Met4 routing:
Scale bar: 100 um.
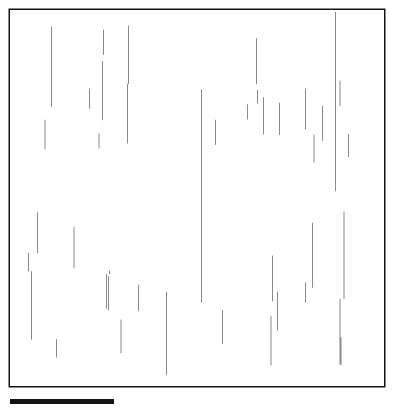
Cell outlines without signal wires:
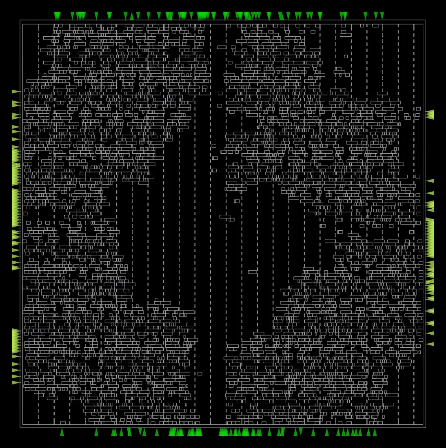
Signal wires by layer:
Scale bar: 100 um.
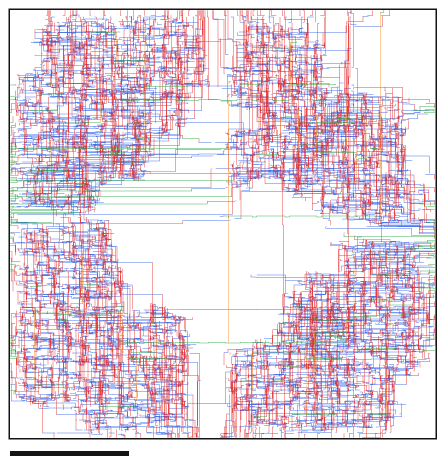
Cell classes on the final placement:
Scale bar: 100 um. Fill, decap, tap and diode cells in gray.
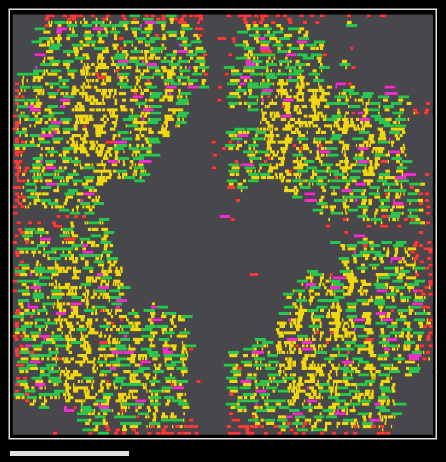
<file path="src/rtl/clock_enable_multi.sv">
// ---------------------------------------------------------------------------
// clock_enable_multi
//
// Bank of independent, programmable clock-enable generators. Each channel
// runs a free counter over a period of P clock cycles, drives a level output
// that is high for the first W cycles of every period, and emits a one-cycle
// tick at the start of every period. New period/width values are captured
// into a per-channel shadow and only become active on a period boundary
// (or while the channel is idle, or on a global sync), so a running output
// never sees a truncated or stretched pulse.
//
// Ports
//   clk      : single clock, all state changes on the rising edge
//   rst_n    : asynchronous active-low reset
//   en       : [CHANNELS] per-channel run enable
//   period   : [CHANNELS*CNT_WIDTH] period per channel, slice i at i*CNT_WIDTH
//   width    : [CHANNELS*CNT_WIDTH] high-time per channel, same packing
//   load     : [CHANNELS] strobe capturing period/width slice i into shadow
//   sync     : strobe restarting all enabled channels in phase
//   out      : [CHANNELS] registered level output, high W of every P cycles
//   tick     : [CHANNELS] registered one-cycle pulse at each period start
//   pending  : [CHANNELS] high while a captured shadow is not yet active
// ---------------------------------------------------------------------------
module clock_enable_multi #(
    parameter int          CHANNELS       = 4,
    parameter int          CNT_WIDTH      = 32,
    parameter int unsigned DEFAULT_PERIOD = 25000000,
    parameter int unsigned DEFAULT_WIDTH  = 12500000
) (
    input  logic                          clk,
    input  logic                          rst_n,
    input  logic [CHANNELS-1:0]           en,
    input  logic [CHANNELS*CNT_WIDTH-1:0] period,
    input  logic [CHANNELS*CNT_WIDTH-1:0] width,
    input  logic [CHANNELS-1:0]           load,
    input  logic                          sync,
    output logic [CHANNELS-1:0]           out,
    output logic [CHANNELS-1:0]           tick,
    output logic [CHANNELS-1:0]           pending
);

    localparam logic [CNT_WIDTH-1:0] DEF_P = CNT_WIDTH'(DEFAULT_PERIOD);
    localparam logic [CNT_WIDTH-1:0] DEF_W = CNT_WIDTH'(DEFAULT_WIDTH);
    localparam logic [CNT_WIDTH-1:0] ONE   = CNT_WIDTH'(1);

    for (genvar i = 0; i < CHANNELS; i++) begin : g_ch

        logic [CNT_WIDTH-1:0] cnt;
        logic [CNT_WIDTH-1:0] p_act;
        logic [CNT_WIDTH-1:0] w_act;
        logic [CNT_WIDTH-1:0] p_sh;
        logic [CNT_WIDTH-1:0] w_sh;
        logic                 pend;
        logic                 out_r;
        logic                 tick_r;

        logic [CNT_WIDTH-1:0] p_in;
        logic [CNT_WIDTH-1:0] w_in;
        logic [CNT_WIDTH-1:0] p_eff;
        logic                 at_end;
        logic                 restart;
        logic                 apply;

        assign p_in = period[i*CNT_WIDTH +: CNT_WIDTH];
        assign w_in = width[i*CNT_WIDTH +: CNT_WIDTH];

        // Period values 0 and 1 both mean "tick every enabled cycle".
        assign p_eff = (p_act == '0) ? ONE : p_act;

        // ">=" rather than "==" so a counter that is somehow beyond the
        // last count still wraps instead of running through 2^CNT_WIDTH.
        assign at_end = (cnt >= (p_eff - ONE));

        // sync takes priority over the natural wrap; both restart at 0.
        assign restart = sync | at_end;

        // Config may switch only where a new period starts at the next edge:
        // on a wrap, on sync, or at any time while the channel is idle.
        assign apply = ~en[i] | restart;

        // Counter and registered outputs. out/tick are computed from the
        // counter value before this edge's update, so sync never clips them.
        always_ff @(posedge clk or negedge rst_n) begin
            if (!rst_n) begin
                cnt    <= '0;
                out_r  <= 1'b0;
                tick_r <= 1'b0;
            end else if (en[i]) begin
                tick_r <= (cnt == '0);
                out_r  <= (cnt < w_act);
                cnt    <= restart ? '0 : (cnt + ONE);
            end else begin
                cnt    <= '0;
                out_r  <= 1'b0;
                tick_r <= 1'b0;
            end
        end

        // Active/shadow configuration. A load that coincides with an
        // applying edge bypasses the shadow so it never shows as pending.
        always_ff @(posedge clk or negedge rst_n) begin
            if (!rst_n) begin
                p_act <= DEF_P;
                w_act <= DEF_W;
                p_sh  <= DEF_P;
                w_sh  <= DEF_W;
                pend  <= 1'b0;
            end else if (load[i] && apply) begin
                p_act <= p_in;
                w_act <= w_in;
                p_sh  <= p_in;
                w_sh  <= w_in;
                pend  <= 1'b0;
            end else if (load[i]) begin
                p_sh  <= p_in;
                w_sh  <= w_in;
                pend  <= 1'b1;
            end else if (apply && pend) begin
                p_act <= p_sh;
                w_act <= w_sh;
                pend  <= 1'b0;
            end
        end

        assign out[i]     = out_r;
        assign tick[i]    = tick_r;
        assign pending[i] = pend;

    end

endmodule
</file>
<file path="config.mk">
export PLATFORM = sky130hd
export DESIGN_NAME = clock_enable_multi
export DESIGN_NICKNAME = d
export VERILOG_FILES = /design/src/rtl/clock_enable_multi.sv
export SDC_FILE = /design/constraint.sdc
export NUM_CORES = 1
export LEC_CHECK = 0
export CAP_MARGIN = 20
export CORE_AREA = 2 2 356 358
export DETAILED_ROUTE_END_ITERATION = 6
export DIE_AREA = 0 0 358 360
export MAX_ROUTING_LAYER = met4
export PLACE_DENSITY = 0.51
export REMOVE_ABC_BUFFERS = 1
export SLEW_MARGIN = 40
export SYNTH_ARGS = -nofsm -noshare
export SYNTH_HDL_FRONTEND = slang
export SYNTH_SLANG_ARGS = --single-unit
</file>
<file path="constraint.sdc">
create_clock -name clk -period 7 [get_ports clk]
set_clock_uncertainty 0.05 [all_clocks]
set_input_delay 2.1 -clock clk [delete_from_list [all_inputs] [get_ports clk]]
set_output_delay 2.1 -clock clk [all_outputs]
set_load 0.02 [all_outputs]
</file>
==> Slide: Implementation Results <==
Key Metrics from the Run

Routing
  • Vias/cell: ~5.0
  • DR iter-0 viols: approximately 1500
  • Mean routed wirelength per cell: 17.8 um
  • Drt drc: 0
  • Routed wire length: approximately 100000 um
  • Via count: ~29000
  • 1st-pass router iterations: 5
  • Antenna Violating Nets Remaining: 0

Global route
  • Pin count of the biggest net entering global routing: around 140
  • Gr busiest metal: met2
  • Met2 Resource Use GR: 0.243
  • Initial antenna violation count: 18
  • Grt met3 use: 0.0371
  • GRT overflow: 0
  • Met1 Use GR: 0.221
  • Global-route wire length before repair: roughly 160000 um

Synthesis
  • Synth area leaders: dfrtp_1 (31%), dfstp_2 (14%), ha_1 (8.9%)
  • Post-synth top area share: 0.309
  • Mapped Avg Cell Area: 9.85 um2
  • Register area share after synthesis: 0.444
  • Top-count cell post-synth: dfrtp_1
  • Netlist cell types: about 58
  • Ys flops: about 650
  • Ys cells: between 3000 and 4000
  • Most frequent cells after synthesis: dfrtp_1 (460), inv_1 (362), ha_1 (264)
  • Chip area line of the yosys report: approximately 0.037 mm2
  • Synthesized cell area: around 0.037 mm2
  • Synth warnings: 0
  • Post-synth top area cell: dfrtp_1
  • Post-Syn Instances: ~3800

Min path
  • HP Start: g_ch[3].w_sh[21]$_DFFE_PN1P_

Worst setup path
  • Critical path, cell by cell: or4_1 > nor4_1 > nand2_1 > or3_1 > nor2_1 > nor2_1 > ha_1 > or3b_2 > nor3_1 > and3_1 > nand4_1 > nor2_1 > nand4_1 > xnor2_1 > ha_1 > a21o_1 > a21oi_1 > o2111a_1 > buf_4 > a21oi_2 > buf_4 > o22ai_1
  • Delay of the slowest cell on the worst path: between 0.6 and 0.7 ns
  • R2r setup slk: between 1 and 1.5 ns
  • Crit. Startpoint: g_ch[3].p_act[23]$_DFFE_PN0P_
  • CP Launch Type: flop
  • Most Frequent Cell on Critical Path: nor2_1
  • Critical path class: flop to flop
  • RR Startpoint: g_ch[3].p_act[23]$_DFFE_PN0P_
  • Worst EP arrival: 6.29 ns
  • Crit-path slowest cell: a21oi_2
  • CP Max Fanout: 36
  • Data required, critical path: around 7.5 ns

Layout
  • Top Layout Cells: dfrtp_1 (457), inv_1 (362), clkdlybuf4s50_1 (272)
  • Top cell excl fill/tap: dfrtp_1
  • Layout cells sized above 1: 0.141
  • Final core occ: 0.357
  • Fin nets: approximately 4500
  • Syn-to-layout area delta: 19.7%

Power
  • Cell area power density: about 230 mW/mm2
  • Sequential power share: 0.432
  • Sw power: roughly 2.8 mW
  • Comb pwr share: 0.149
  • Clock share of power: 0.419
  • Sw frac: 0.269
  • Internal Power: ~7.6 mW
  • Leak: 19.7 nW

Final timing
  • RSZ-0062 raised after global routing: no
  • Setup TNS: 0 ns
  • Final hold violation count: 0
  • Final setup vio count: 0
  • Crit path time final: roughly 5.8 ns
  • Max_slew headroom: 0.494
  • Fmax: about 170 MHz
  • Final slew viol count: 0

Job
  • Maxcap violations: 0
  • Tool Warnings: 36

Place
  • Final Wtd Congestion: 0.850
  • Number of I/O port buffers: around 280
  • Dpl hpwl: about 72000 um

Floorplanning
  • Die W: between 300 and 400 um
  • Rows: 130
  • Die Y-Extent: between 300 and 400 um
  • # IOs: between 200 and 300
  • Floorplan core density: 0.298
  • Chip area: 0.129 mm2
  • Core ar.: 0.125 mm2

Clock tree
  • CTS root buf: clkbuf_16
  • CTS max path bufs: 3
  • CTS tree: yes
  • Num CTS Buffers: around 81
  • Clk sinks: 652
  • CTS H-tree lvls: 3
  • Post-cts sizing count: 0
  • Cts hold-fix bufs: 0

Outcome
  • Run status: finished, final reports clean
-- 'met4 routing' (at the start) --
wire length on this layer: 1810 um
main direction: vertical
longest straight run: 204 um

-- 'cell outlines without signal wires' (at the start) --
flip-flop and latch count: 652
FILL cells: 12625

-- 'signal wires by layer' (at the start) --
legend:
  green:
    layer: metal 3
    wire_length: 5090 um
  blue:
    layer: metal 1
    wire_length: 49.5 mm
  red:
    layer: metal 2
    wire_length: 45.3 mm
  orange:
    layer: metal 4
    wire_length: 1810 um

-- 'cell classes on the final placement' (at the start) --
legend:
  yellow:
    class: combinational and other logic
    cells: 2909
    share_of_their_area: 47%
  magenta:
    class: clock drivers and dummy loads
    cells: 151
    share_of_their_area: 6.5%
  green:
    class: flops
    cells: 652
    share_of_their_area: 39%
  red:
    class: other buffers and delay cells
    cells: 331
    share_of_their_area: 7.8%

-- worst paths after layout --
kind,end,depth (start not counted)
min in group asynchronous,g_ch[3].p_sh[26]$_DFFE_PN0P_,1
hold / removal,g_ch[3].w_sh[21]$_DFFE_PN1P_,2
max in group asynchronous,g_ch[2].w_sh[18]$_DFFE_PN1P_,4
setup reg to reg,g_ch[3].p_act[17]$_DFFE_PN0P_,22
hold reg to reg,g_ch[3].w_sh[21]$_DFFE_PN1P_,2
setup / recovery,g_ch[3].p_act[17]$_DFFE_PN0P_,22
-- final cells by class --
class | count | area, um2 | share of cell area
Sequential cell | 652 | 16600 | 0.371
Inverter | 362 | 1360 | 0.0305
Clock buffer | 126 | 2450 | 0.0550
Antenna cell | 15 | 37.5 | 0.000842
Tap cell | 1650 | 2060 | 0.0463
Multi-Input combinational cell | 2547 | 18500 | 0.415
Timing Repair Buffer | 331 | 3320 | 0.0745
Clock inverter | 25 | 294 | 0.00659
-- cells by family (layout without fill, tap and decap cells) --
family / after synthesis / after routing / share of synthesized area
XOR/XNOR: 231 / 231 / 0.0543
AND-OR/OR-AND: 824 / 824 / 0.152
flip-flops: 652 / 652 / 0.444
adder cells (fa/ha/maj): 264 / 264 / 0.0887
buffers and inverters: 584 / 844 / 0.0603
other: 0 / 15 / 0
AND/OR/NAND/NOR: 1076 / 1076 / 0.154
multiplexers: 152 / 152 / 0.0459
-- per-stage QoR --
step	instance area (um2)	total power, mW	setup slack [ns]	std cells
detailed placement	41700	6.10	1.25	5540
global placement	41700	6.06	1.30	5539
CTS	44500	10.5	1.22	5691
global route	44600	10.9	0.755	5707
finish	44600	10.4	1.20	5708
floorplan	36400	5.41	0.635	3561
-- registers in the layout (all words and copies together) (netlist names) --
signal	cells
g_ch.w_act	128
g_ch.p_act	128
g_ch.cnt	128
g_ch.pend	4
g_ch.p_sh	128
g_ch.tick_r	4
g_ch.out_r	4
g_ch.w_sh	128
-- power groups by stage --
stage	clock network, mW	registers (mW)	logic [mW]
finish	4.34	4.48	1.54
global route	4.64	4.53	1.75
CTS	4.49	4.48	1.56
detailed placement	0	4.54	1.56
global placement	0	4.53	1.53
floorplan	0	4.48	0.927
-- critical path: cells and delay by family, from the launching register on --
kind | cells | cell delay [ns]
and+or+nand+nor | 12 | 2.83
AOI/OAI and AO/OA | 5 | 1.14
buffers and inverters | 2 | 0.64
adders and majority gates | 2 | 0.50
DFF | 1 | 0.41
xor gates and xnor gates | 1 | 0.07
-- metal layers --
layer,share of wire,up-vias
met3,0.050,110
met5,0,-
met2,0.45,435
met1,0.49,13936
li1,-,14032
met4,0.018,0
Power and IR drop assume default switching activity.
